Fig. 1: run 1, cell outlines without signal wires
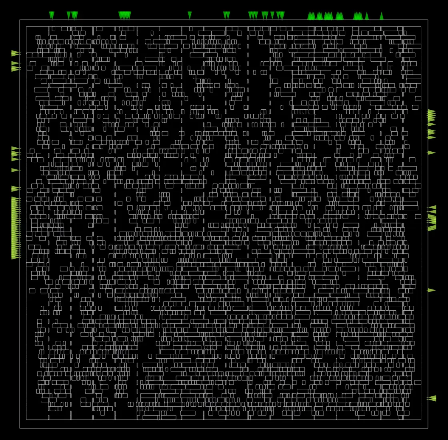
Fig. 2: run 1, port wiring
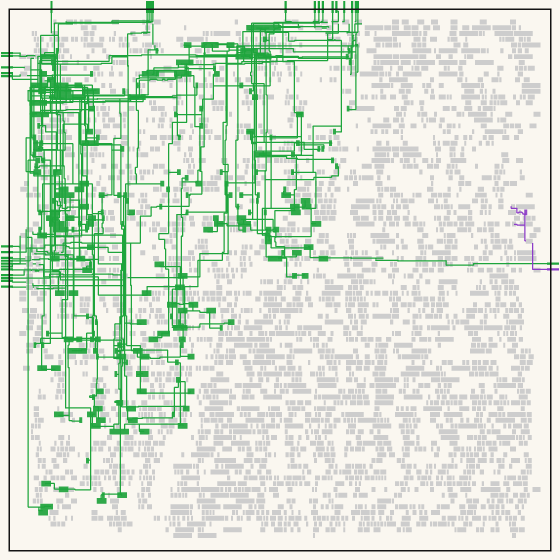
Fig. 3: run 1, signal wires on met3
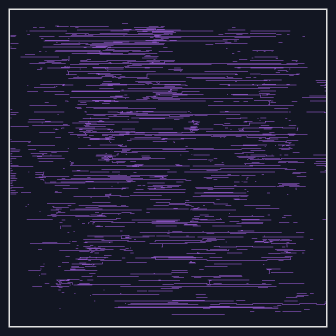
Fig. 4: run 1, wiring heat map
The die is cut into 25 by 25 equal tiles; black is low, pale yellow is high, scaled to the fullest tile. Values are wire area over tile area, all layers added.
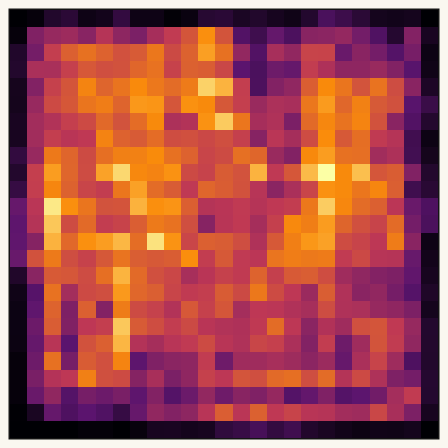
==> src/rtl/alu_mdu_if.sv <==
// Request/response bundle between the ALU/MDU and its requester.
// The requester side is master; the execution unit is slave.
interface alu_mdu_if #(
    parameter int XLEN = 32
);
    logic            in_valid;
    logic            in_ready;
    logic [4:0]      op;
    logic [XLEN-1:0] a;
    logic [XLEN-1:0] b;
    logic            out_valid;
    logic            out_ready;
    logic [XLEN-1:0] result;
    logic            zero;
    logic            busy;

    modport master (
        output in_valid, op, a, b, out_ready,
        input  in_ready, out_valid, result, zero, busy
    );

    modport slave (
        input  in_valid, op, a, b, out_ready,
        output in_ready, out_valid, result, zero, busy
    );
endinterface

==> src/rtl/alu_mdu.sv <==
// Integer ALU plus iterative multiply/divide unit (shift-add multiply, restoring divide).
// Single-cycle ops and divide corner cases finish at accept; other M ops iterate XLEN cycles.
module alu_mdu #(
    parameter int XLEN = 32,
    parameter int SHW  = $clog2(XLEN)
) (
    input  logic        clk,
    input  logic        rst_n,
    alu_mdu_if.slave    bus
);
    localparam int CW = $clog2(XLEN) + 1;

    typedef enum logic [1:0] {S_IDLE, S_BUSY, S_DONE} state_t;

    state_t            r_state;
    state_t            w_state_next;
    logic [CW-1:0]     r_cnt;
    logic [XLEN-1:0]   r_hi;
    logic [XLEN-1:0]   r_lo;
    logic [XLEN-1:0]   r_opd;
    logic [2:0]        r_op;
    logic              r_neg_res;
    logic              r_neg_rem;
    logic [XLEN-1:0]   r_result;

    logic              w_accept;
    logic              w_last;
    logic [SHW-1:0]    w_shamt;
    logic [XLEN-1:0]   w_int_res;
    logic              w_div_zero;
    logic              w_div_ovf;
    logic              w_fast;
    logic [XLEN-1:0]   w_fast_res;
    logic              w_a_signed;
    logic              w_b_signed;
    logic              w_a_neg;
    logic              w_b_neg;
    logic [XLEN-1:0]   w_a_mag;
    logic [XLEN-1:0]   w_b_mag;
    logic [XLEN:0]     w_msum;
    logic [XLEN:0]     w_dshift;
    logic [XLEN:0]     w_ddiff;
    logic              w_dfit;
    logic [XLEN-1:0]   w_iter_hi;
    logic [XLEN-1:0]   w_iter_lo;
    logic [2*XLEN-1:0] w_prod_s;
    logic [XLEN-1:0]   w_slow_res;

    assign w_accept      = bus.in_valid && (r_state == S_IDLE);
    assign w_last        = (r_cnt == CW'(XLEN - 1));
    assign bus.in_ready  = (r_state == S_IDLE);
    assign bus.busy      = (r_state == S_BUSY);
    assign bus.out_valid = (r_state == S_DONE);
    assign bus.result    = r_result;
    assign bus.zero      = (r_result == '0);

    // Integer operations, decoded straight from the request at accept time
    assign w_shamt = bus.b[SHW-1:0];
    always_comb begin
        w_int_res = '0;
        case (bus.op[3:0])
            4'b0000: w_int_res = bus.a + bus.b;
            4'b1000: w_int_res = bus.a - bus.b;
            4'b0001: w_int_res = bus.a << w_shamt;
            4'b0010: w_int_res = {{(XLEN-1){1'b0}}, $signed(bus.a) < $signed(bus.b)};
            4'b0011: w_int_res = {{(XLEN-1){1'b0}}, bus.a < bus.b};
            4'b0100: w_int_res = bus.a ^ bus.b;
            4'b0101: w_int_res = bus.a >> w_shamt;
            4'b1101: w_int_res = $unsigned($signed(bus.a) >>> w_shamt);
            4'b0110: w_int_res = bus.a | bus.b;
            4'b0111: w_int_res = bus.a & bus.b;
            default: w_int_res = '0;
        endcase
    end

    // Divide corner cases resolve immediately instead of iterating
    assign w_div_zero = (bus.b == '0);
    assign w_div_ovf  = !bus.op[0] && (bus.a == {1'b1, {(XLEN-1){1'b0}}}) && (bus.b == '1);
    assign w_fast     = !bus.op[4] || (bus.op[2] && (w_div_zero || w_div_ovf));
    assign w_fast_res = !bus.op[4] ? w_int_res :
                        w_div_zero ? (bus.op[1] ? bus.a : '1) :
                                     (bus.op[1] ? '0 : bus.a);

    // Signed M ops run on magnitudes; signs are restored on the final step
    assign w_a_signed = (bus.op[2:0] == 3'b001) || (bus.op[2:0] == 3'b010) ||
                        (bus.op[2:0] == 3'b100) || (bus.op[2:0] == 3'b110);
    assign w_b_signed = (bus.op[2:0] == 3'b001) || (bus.op[2:0] == 3'b100) ||
                        (bus.op[2:0] == 3'b110);
    assign w_a_neg    = w_a_signed && bus.a[XLEN-1];
    assign w_b_neg    = w_b_signed && bus.b[XLEN-1];
    assign w_a_mag    = w_a_neg ? -bus.a : bus.a;
    assign w_b_mag    = w_b_neg ? -bus.b : bus.b;

    assign w_msum   = {1'b0, r_hi} + (r_lo[0] ? {1'b0, r_opd} : '0);
    assign w_dshift = {r_hi, r_lo[XLEN-1]};
    assign w_ddiff  = w_dshift - {1'b0, r_opd};
    assign w_dfit   = !w_ddiff[XLEN];

    assign w_iter_hi = r_op[2] ? (w_dfit ? w_ddiff[XLEN-1:0] : w_dshift[XLEN-1:0])
                               : w_msum[XLEN:1];
    assign w_iter_lo = r_op[2] ? {r_lo[XLEN-2:0], w_dfit}
                               : {w_msum[0], r_lo[XLEN-1:1]};

    assign w_prod_s = r_neg_res ? -{w_iter_hi, w_iter_lo} : {w_iter_hi, w_iter_lo};
    always_comb begin
        w_slow_res = '0;
        case (r_op)
            3'b000:                 w_slow_res = w_prod_s[XLEN-1:0];
            3'b001, 3'b010, 3'b011: w_slow_res = w_prod_s[2*XLEN-1:XLEN];
            3'b100, 3'b101:         w_slow_res = r_neg_res ? -w_iter_lo : w_iter_lo;
            default:                w_slow_res = r_neg_rem ? -w_iter_hi : w_iter_hi;
        endcase
    end

    always_ff @(posedge clk or negedge rst_n) begin
        if (!rst_n) begin
            r_state <= S_IDLE;
        end else begin
            r_state <= w_state_next;
        end
    end

    always_comb begin
        w_state_next = r_state;
        case (r_state)
            S_IDLE: if (bus.in_valid) w_state_next = w_fast ? S_DONE : S_BUSY;
            S_BUSY: if (w_last)       w_state_next = S_DONE;
            S_DONE: if (bus.out_ready) w_state_next = S_IDLE;
            default:                  w_state_next = S_IDLE;
        endcase
    end

    always_ff @(posedge clk or negedge rst_n) begin
        if (!rst_n) begin
            r_cnt     <= '0;
            r_hi      <= '0;
            r_lo      <= '0;
            r_opd     <= '0;
            r_op      <= '0;
            r_neg_res <= 1'b0;
            r_neg_rem <= 1'b0;
            r_result  <= '0;
        end else if (w_accept) begin
            if (w_fast) begin
                r_result <= w_fast_res;
            end else begin
                r_cnt     <= '0;
                r_hi      <= '0;
                r_lo      <= bus.op[2] ? w_a_mag : w_b_mag;
                r_opd     <= bus.op[2] ? w_b_mag : w_a_mag;
                r_op      <= bus.op[2:0];
                r_neg_res <= w_a_neg ^ w_b_neg;
                r_neg_rem <= w_a_neg;
            end
        end else if (r_state == S_BUSY) begin
            r_hi  <= w_iter_hi;
            r_lo  <= w_iter_lo;
            r_cnt <= r_cnt + CW'(1);
            if (w_last) begin
                r_result <= w_slow_res;
            end
        end
    end
endmodule

==> src/flat_wrapper.sv <==
// flat-port wrapper written by rule: the top's interface ports become plain ports
module alu_mdu_flat 
#(
    parameter int XLEN = 32,
    parameter int SHW  = $clog2(XLEN)
)
  (clk, rst_n, bus_in_valid, bus_op, bus_a, bus_b, bus_out_ready, bus_in_ready, bus_out_valid, bus_result, bus_zero, bus_busy);
  alu_mdu_if #(.XLEN(XLEN)) bus_i ();
  input  logic clk;
  input  logic rst_n;
  input wire logic [$bits(bus_i.in_valid)-1:0] bus_in_valid;
  input wire logic [$bits(bus_i.op)-1:0] bus_op;
  input wire logic [$bits(bus_i.a)-1:0] bus_a;
  input wire logic [$bits(bus_i.b)-1:0] bus_b;
  input wire logic [$bits(bus_i.out_ready)-1:0] bus_out_ready;
  output wire logic [$bits(bus_i.in_ready)-1:0] bus_in_ready;
  output wire logic [$bits(bus_i.out_valid)-1:0] bus_out_valid;
  output wire logic [$bits(bus_i.result)-1:0] bus_result;
  output wire logic [$bits(bus_i.zero)-1:0] bus_zero;
  output wire logic [$bits(bus_i.busy)-1:0] bus_busy;
  assign bus_i.in_valid = bus_in_valid;
  assign bus_i.op = bus_op;
  assign bus_i.a = bus_a;
  assign bus_i.b = bus_b;
  assign bus_i.out_ready = bus_out_ready;
  assign bus_in_ready = bus_i.in_ready;
  assign bus_out_valid = bus_i.out_valid;
  assign bus_result = bus_i.result;
  assign bus_zero = bus_i.zero;
  assign bus_busy = bus_i.busy;
  alu_mdu #(.XLEN(XLEN), .SHW(SHW)) u_core (.clk(clk), .rst_n(rst_n), .bus(bus_i));
endmodule
==> config.mk <==
export PLATFORM = sky130hd
export DESIGN_NAME = alu_mdu_flat
export DESIGN_NICKNAME = d
export VERILOG_FILES = /design/src/rtl/alu_mdu_if.sv /design/src/rtl/alu_mdu.sv /design/src/flat_wrapper.sv
export SDC_FILE = /design/constraint.sdc
export NUM_CORES = 1
export LEC_CHECK = 0
export CAP_MARGIN = 5
export CELL_PAD_IN_SITES_DETAIL_PLACEMENT = 0
export CELL_PAD_IN_SITES_GLOBAL_PLACEMENT = 2
export CORE_MARGIN = 4
export CORE_UTILIZATION = 40
export CTS_BUF_LIST = sky130_fd_sc_hd__clkbuf_4 sky130_fd_sc_hd__clkbuf_8
export DETAILED_ROUTE_END_ITERATION = 10
export PLACE_DENSITY = 0.89
export SYNTH_ARGS = -nofsm -noshare
export SYNTH_HDL_FRONTEND = slang
export SYNTH_SLANG_ARGS = --single-unit
export TNS_END_PERCENT = 10
==> constraint.sdc <==
create_clock -name clk -period 15.3 [get_ports clk]
set_input_delay 3.825 -clock clk [delete_from_list [all_inputs] [get_ports clk]]
set_output_delay 3.825 -clock clk [all_outputs]
set_load 0.02 [all_outputs]
==> run summary, run 1 <==
Implementation results. Wire length of the first global-routing pass landed at 193,000 µm. Per the post-synthesis report, the number of cells in the design is 3,461. Per the OpenROAD floorplan log, the width of the die is 255 µm. The largest cell class by area is logic gates. The number of buffers and inverters on the critical path is 6. Via density per instance landed at 6.84. Subtracting the final worst setup slack from the clock period gives 9.54 ns.

The worst setup path is launched from an input pin. Delay of the slowest cell on the worst path landed at 1.21 ns. Number of global-route vias before repair landed at 26,600. STA reports the tightest min-delay check as being of type reg2reg. Counting flops with a built-in enable in the synthesized netlist gives 0. The worst path meets setup with 5.76 ns of slack. Cells fill 43.9% of the core in the end.

In this run the number of H-tree levels came out at 4. Number of sinks handled by clock tree synthesis landed at 141. Global-route total usage across every layer landed at 40.5%. Clock insertion delay at the later pin of the skew report landed at 0.55 ns. In this run the most used layer during global routing was met2. By startpoint and endpoint, the worst setup path is classified as in2reg. The flow ran to the end, and the final reports show no timing, DRC or antenna violations. Standby leakage power landed at 0.0108 µW. Per the layout area report, the register area comes to 0.00353 mm². The routed design has 136,000 µm of wire. Listed in order, past its start point the critical path passes buf_2, buf_4, inv_2, buf_4, ha_1, inv_1, a21oi_1, o21ai_0, and4_1, o211ai_1, a31oi_1, a21oi_1, o21a_1, a211oi_1, xnor2_1, a2111oi_0, buf_4, a211o_1, o21ai_0. The flow reports power dissipated in sequential cells as 818 µW. Post-CTS setup-driven buffer insertion count landed at 0. Internal power summed over all cells landed at 1940 µW.

The number of placed instances, taps included, is 4,176. met1 track demand over resource after global routing is 50.9%. The timing report attributes the biggest portion of critical-path delay to AND-OR/OR-AND gates.
Back to the opening pictures, Fig. 1:
flip-flops: 141
flip-flop and latch share of the layout cell area: 13.4%
core area: 0.0602 mm²

Back to the opening pictures, Fig. 2:
[`bus_in_ready`] purple | bits: 1 | direction: output | edge: east | end cells: 1 | buffers: 1 | wire: 50.2 µm
[`bus_a`] green | bits: 32 | direction: input | edge: 16 west, 15 north, 1 east | end cells: 240 | buffers: 47 | wire: 8,950 µm
count of port buffers added during placement: 108
number of I/O pins: 109

Back to the opening pictures, Fig. 3:
share of all routed wire: 10%
longest straight run: 175 µm
nets with wire on the layer: 635
wire length on this layer: 13,800 µm

Back to the opening pictures, Fig. 4:
tiles over half the peak: 50%
nearly empty tiles: 2.7%
mean over tiles: 0.37
fullest tile: 0.80

-- run 1: cells in the final DEF (no fill, tap or decap), types with 15 or more instances in the layout --
master / instances
sky130_fd_sc_hd__mux4_2: 26
sky130_fd_sc_hd__a31oi_1: 40
sky130_fd_sc_hd__inv_1: 153
sky130_fd_sc_hd__and2_1: 58
sky130_fd_sc_hd__clkbuf_8: 17
sky130_fd_sc_hd__nand4_1: 35
sky130_fd_sc_hd__xnor2_1: 146
sky130_fd_sc_hd__mux2i_1: 99
sky130_fd_sc_hd__o41ai_1: 15
sky130_fd_sc_hd__o21bai_1: 30
sky130_fd_sc_hd__clkdlybuf4s50_1: 100
sky130_fd_sc_hd__o21a_1: 24
sky130_fd_sc_hd__xor2_1: 47
sky130_fd_sc_hd__a21oi_1: 320
sky130_fd_sc_hd__a21o_1: 45
sky130_fd_sc_hd__nand3_1: 93
sky130_fd_sc_hd__o211ai_1: 42
sky130_fd_sc_hd__nand2b_1: 32
sky130_fd_sc_hd__nor4_1: 38
sky130_fd_sc_hd__a2111oi_0: 31
sky130_fd_sc_hd__o221ai_1: 17
sky130_fd_sc_hd__nor2b_1: 20
sky130_fd_sc_hd__nor2_1: 358
sky130_fd_sc_hd__nor3_1: 68
sky130_fd_sc_hd__a211o_1: 16
sky130_fd_sc_hd__ha_1: 167
sky130_fd_sc_hd__dfrtp_1: 140
sky130_fd_sc_hd__or3_1: 26
sky130_fd_sc_hd__a221oi_1: 51
sky130_fd_sc_hd__o21ai_0: 306
sky130_fd_sc_hd__o22ai_1: 19
sky130_fd_sc_hd__nand2_1: 346
sky130_fd_sc_hd__a211oi_1: 64
sky130_fd_sc_hd__a22oi_1: 15
sky130_fd_sc_hd__buf_4: 92
sky130_fd_sc_hd__mux2_2: 16
sky130_fd_sc_hd__and3_1: 20
sky130_fd_sc_hd__o31ai_1: 41
-- run 1: cells by family (layout without fill, tap and decap cells) --
| group | count (synthesis) | after routing | synth area share [%] |
|---|---|---|---|
| muxes | 141 | 141 | 7.23 |
| DFF | 141 | 141 | 14.5 |
| AOI/OAI and AO/OA | 1228 | 1228 | 33.2 |
| other | 0 | 4 | 0 |
| and+or+nand+nor | 1162 | 1162 | 22.3 |
| xor gates and xnor gates | 193 | 193 | 6.95 |
| adders and majority gates | 172 | 172 | 8.97 |
| buffers and inverters | 424 | 389 | 6.83 |
-- run 1: path summary, 6_finish.rpt --
path	start	endpoint	slack [ns]	cells after the start
setup / recovery	bus_b[2]	u_core.bus.result[29]	5.76	19
hold / removal	u_core.r_opd[25]	u_core.r_opd[25]	0.52	2
setup reg to reg	u_core.r_opd[0]	u_core.bus.result[18]	8.81	22
hold reg to reg	u_core.r_opd[25]	u_core.r_opd[25]	0.52	2
max in group asynchronous	rst_n	u_core.r_op[2]	10.51	2
min in group asynchronous	rst_n	u_core.r_hi[7]	3.30	1
-- run 1: registers in the layout, indices dropped and copies added, names as in the netlist --
signal and count:
u_core.bus.result 32, u_core.r_cnt 6, u_core.r_hi 32, u_core.r_lo 32, u_core.r_neg_rem 1, u_core.r_neg_res 1
u_core.r_op 3, u_core.r_opd 32, u_core.r_state 2
Fig. 5: run 1, sequential cells grouped by signal name
Other sequential cells in the stronger gray, the rest of the logic in the fainter gray.
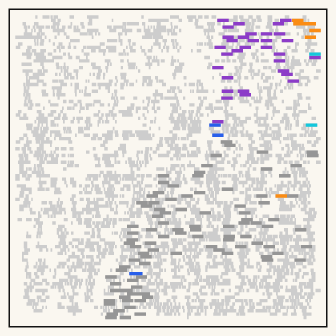

==> run 2, diff against run 1 <==
CORE_UTILIZATION = 37   (was 40)
PLACE_DENSITY = 0.83   (was 0.89)
clock period = 9.9 ns   (was 15.3 ns; I/O delays follow)
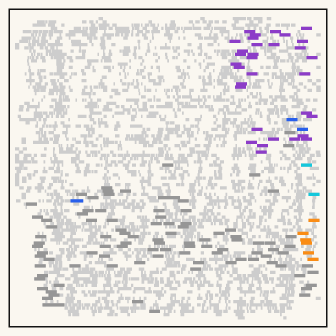
Fig. 6. Sequential cells grouped by signal name (run 2).
Other sequential cells in the stronger gray, the rest of the logic in the fainter gray.
[`u_core.r_state`] cyan | flops: 2
[`u_core.r_op`] blue | flops: 3
[`u_core.r_cnt`] orange | flops: 6 | where: south-east
[`u_core.bus.result`] purple | flops: 32 | where: north-east
not colored: 98
register area: 0.00353 mm²
Core Util, Final: 40.8%

==> run summary, run 2 <==
Implementation results. The clock insertion delay at the later pin of the skew report was 0.58 ns (+0.03 ns). Hold repair after CTS inserted 0 buffers. In this run the worst setup path begins at bus_b[5]. Internal power summed over all cells landed at 2990 µW (+54%).

Post-route period utilization is reported as 76.1%. The number of sinks handled by clock tree synthesis came to 141 (unchanged). The library cells used most frequently in the layout, excluding fill and tap cells, are sky130_fd_sc_hd__nor2_1 (360), sky130_fd_sc_hd__nand2_1 (346), sky130_fd_sc_hd__a21oi_1 (320), sky130_fd_sc_hd__o21ai_0 (308), sky130_fd_sc_hd__ha_1 (167).

The number of standard cells after synthesis was 3,461 (unchanged). Horizontal die dimension landed at 264 µm (+3.9%). The post-placement cell area is 0.0260 mm². The worst setup path is launched from an input pin. Wire length of the first global-routing pass landed at 189,000 µm (-1.9%). Average footprint of a synthesized cell landed at 7.02 µm².

Traced cell by cell, the critical path runs through clkdlybuf4s50_1, nor4_1, nand3_1, nor2_1, nand2_1, nand4b_1, a21oi_1, or3b_4, a21boi_1, buf_4, o21ai_0, a221o_1, a221o_1, a21oi_1. Clock period minus final worst setup slack landed at 7.53 ns. Largest net degree at the start of global routing landed at 157.

Before placement the cells fill 37.6% of the core. The post-CTS setup-driven buffer insertion count was 0 (unchanged). Total number of H-tree levels landed at 4 (unchanged).

The total wire length was 131,000 µm (-3.3%). Per the layout report, the design carries 6,922 filler cells. The number of global-route vias before repair came to 26,400 (-0.87%).

The area of the placeable core is 0.0647 mm² (+7.4%). The number of input and output port buffers inserted came to 108 (unchanged). The global-route total usage across every layer came to 36.0% (-4.5 points). The delay of the slowest cell on the worst path is 1.16 ns (-0.05 ns). Leaving out fill and tap cells, the most frequent cell in the layout is sky130_fd_sc_hd__nor2_1. The worst setup path is of the in2reg kind.

The flow ran to the end, and the final reports show no timing, DRC or antenna violations. The via density per instance came to 6.74 (-1.5%). In this run the worst hold path is classified as reg2reg. The startpoint identified for the worst hold timing path is u_core.r_opd[15].

Count of library flops with an enable pin landed at 0 (unchanged). The startpoint identified for the worst register-to-register timing path is u_core.r_lo[31]. The standby leakage power was 0.0107 µW (-0.67%). The top-level I/O count was 109 (unchanged).
[run 2: layout make-up]
class / instances / area [µm²] / area share (%)
clock inverter: 15 / 139 / 0.526
inverter: 159 / 597 / 2.26
antenna: 6 / 15.0 / 0.0569
tap: 855 / 1070 / 4.05
timing repair buffer: 184 / 1640 / 6.20
multi-input combinational: 2896 / 19200 / 72.6
clock buffer: 17 / 234 / 0.887
sequential: 141 / 3530 / 13.4
[run 2: per-stage QoR]
step / setup WS [ns] / cells / util [%] / total power, µW
finish: 2.37 / 4273 / 40.8 / 7670
global placement: 2.07 / 4235 / 40.2 / 6930
global route: 2.25 / 4268 / 40.8 / 8090
detailed placement: 2.16 / 4235 / 40.2 / 6970
floorplan: 3.21 / 3461 / - / 4840
CTS: 2.75 / 4267 / 40.8 / 7490
[run 2: path summary, 6_finish.rpt]
check | slack (ns) | cells after the start | endpoint
min in group asynchronous | 1.93 | 1 | u_core.r_hi[28]
max | 2.37 | 14 | u_core.bus.result[26]
max in group asynchronous | 6.43 | 2 | u_core.r_op[2]
min | 0.51 | 2 | u_core.r_opd[15]
min reg2reg | 0.51 | 2 | u_core.r_opd[15]
max reg2reg | 2.49 | 22 | u_core.bus.result[24]
[run 2: worst max-delay path, delay by kind of cell]
| family | cells | cell delay (ns) |
|---|---|---|
| and+or+nand+nor | 6 | 3.02 |
| buffers and inverters | 2 | 0.84 |
| AOI/OAI and AO/OA | 6 | 1.69 |
[run 2: kinds of logic after synthesis]
group	after synthesis	synth area share, %
simple gates	1162	22.3
fa+ha+maj	172	8.97
xor+xnor	193	6.95
compound gates	1228	33.2
flops	141	14.5
buf+inv	424	6.83
mux	141	7.23
[run 2: metal layers]
metal / vias to the layer above / routed length (µm) / global-route usage [%]
li1: 12600 / - / -
met1: 14000 / 56800 / 51.7
met2: 1821 / 52400 / 50.5
met3: 321 / 14600 / 9.03
met4: 2 / 7410 / 16.6
met5: - / 13 / 0
[run 2: power groups by stage]
stage,Clock [µW],Sequential (µW),Combinational (µW)
finish,496,1180,5990
global route,525,1210,6360
CTS,504,1170,5810
detailed placement,0,1180,5790
global placement,0,1170,5760
floorplan,0,1080,3760
Power figures rest on the tool's default switching activity, not on a simulated workload.
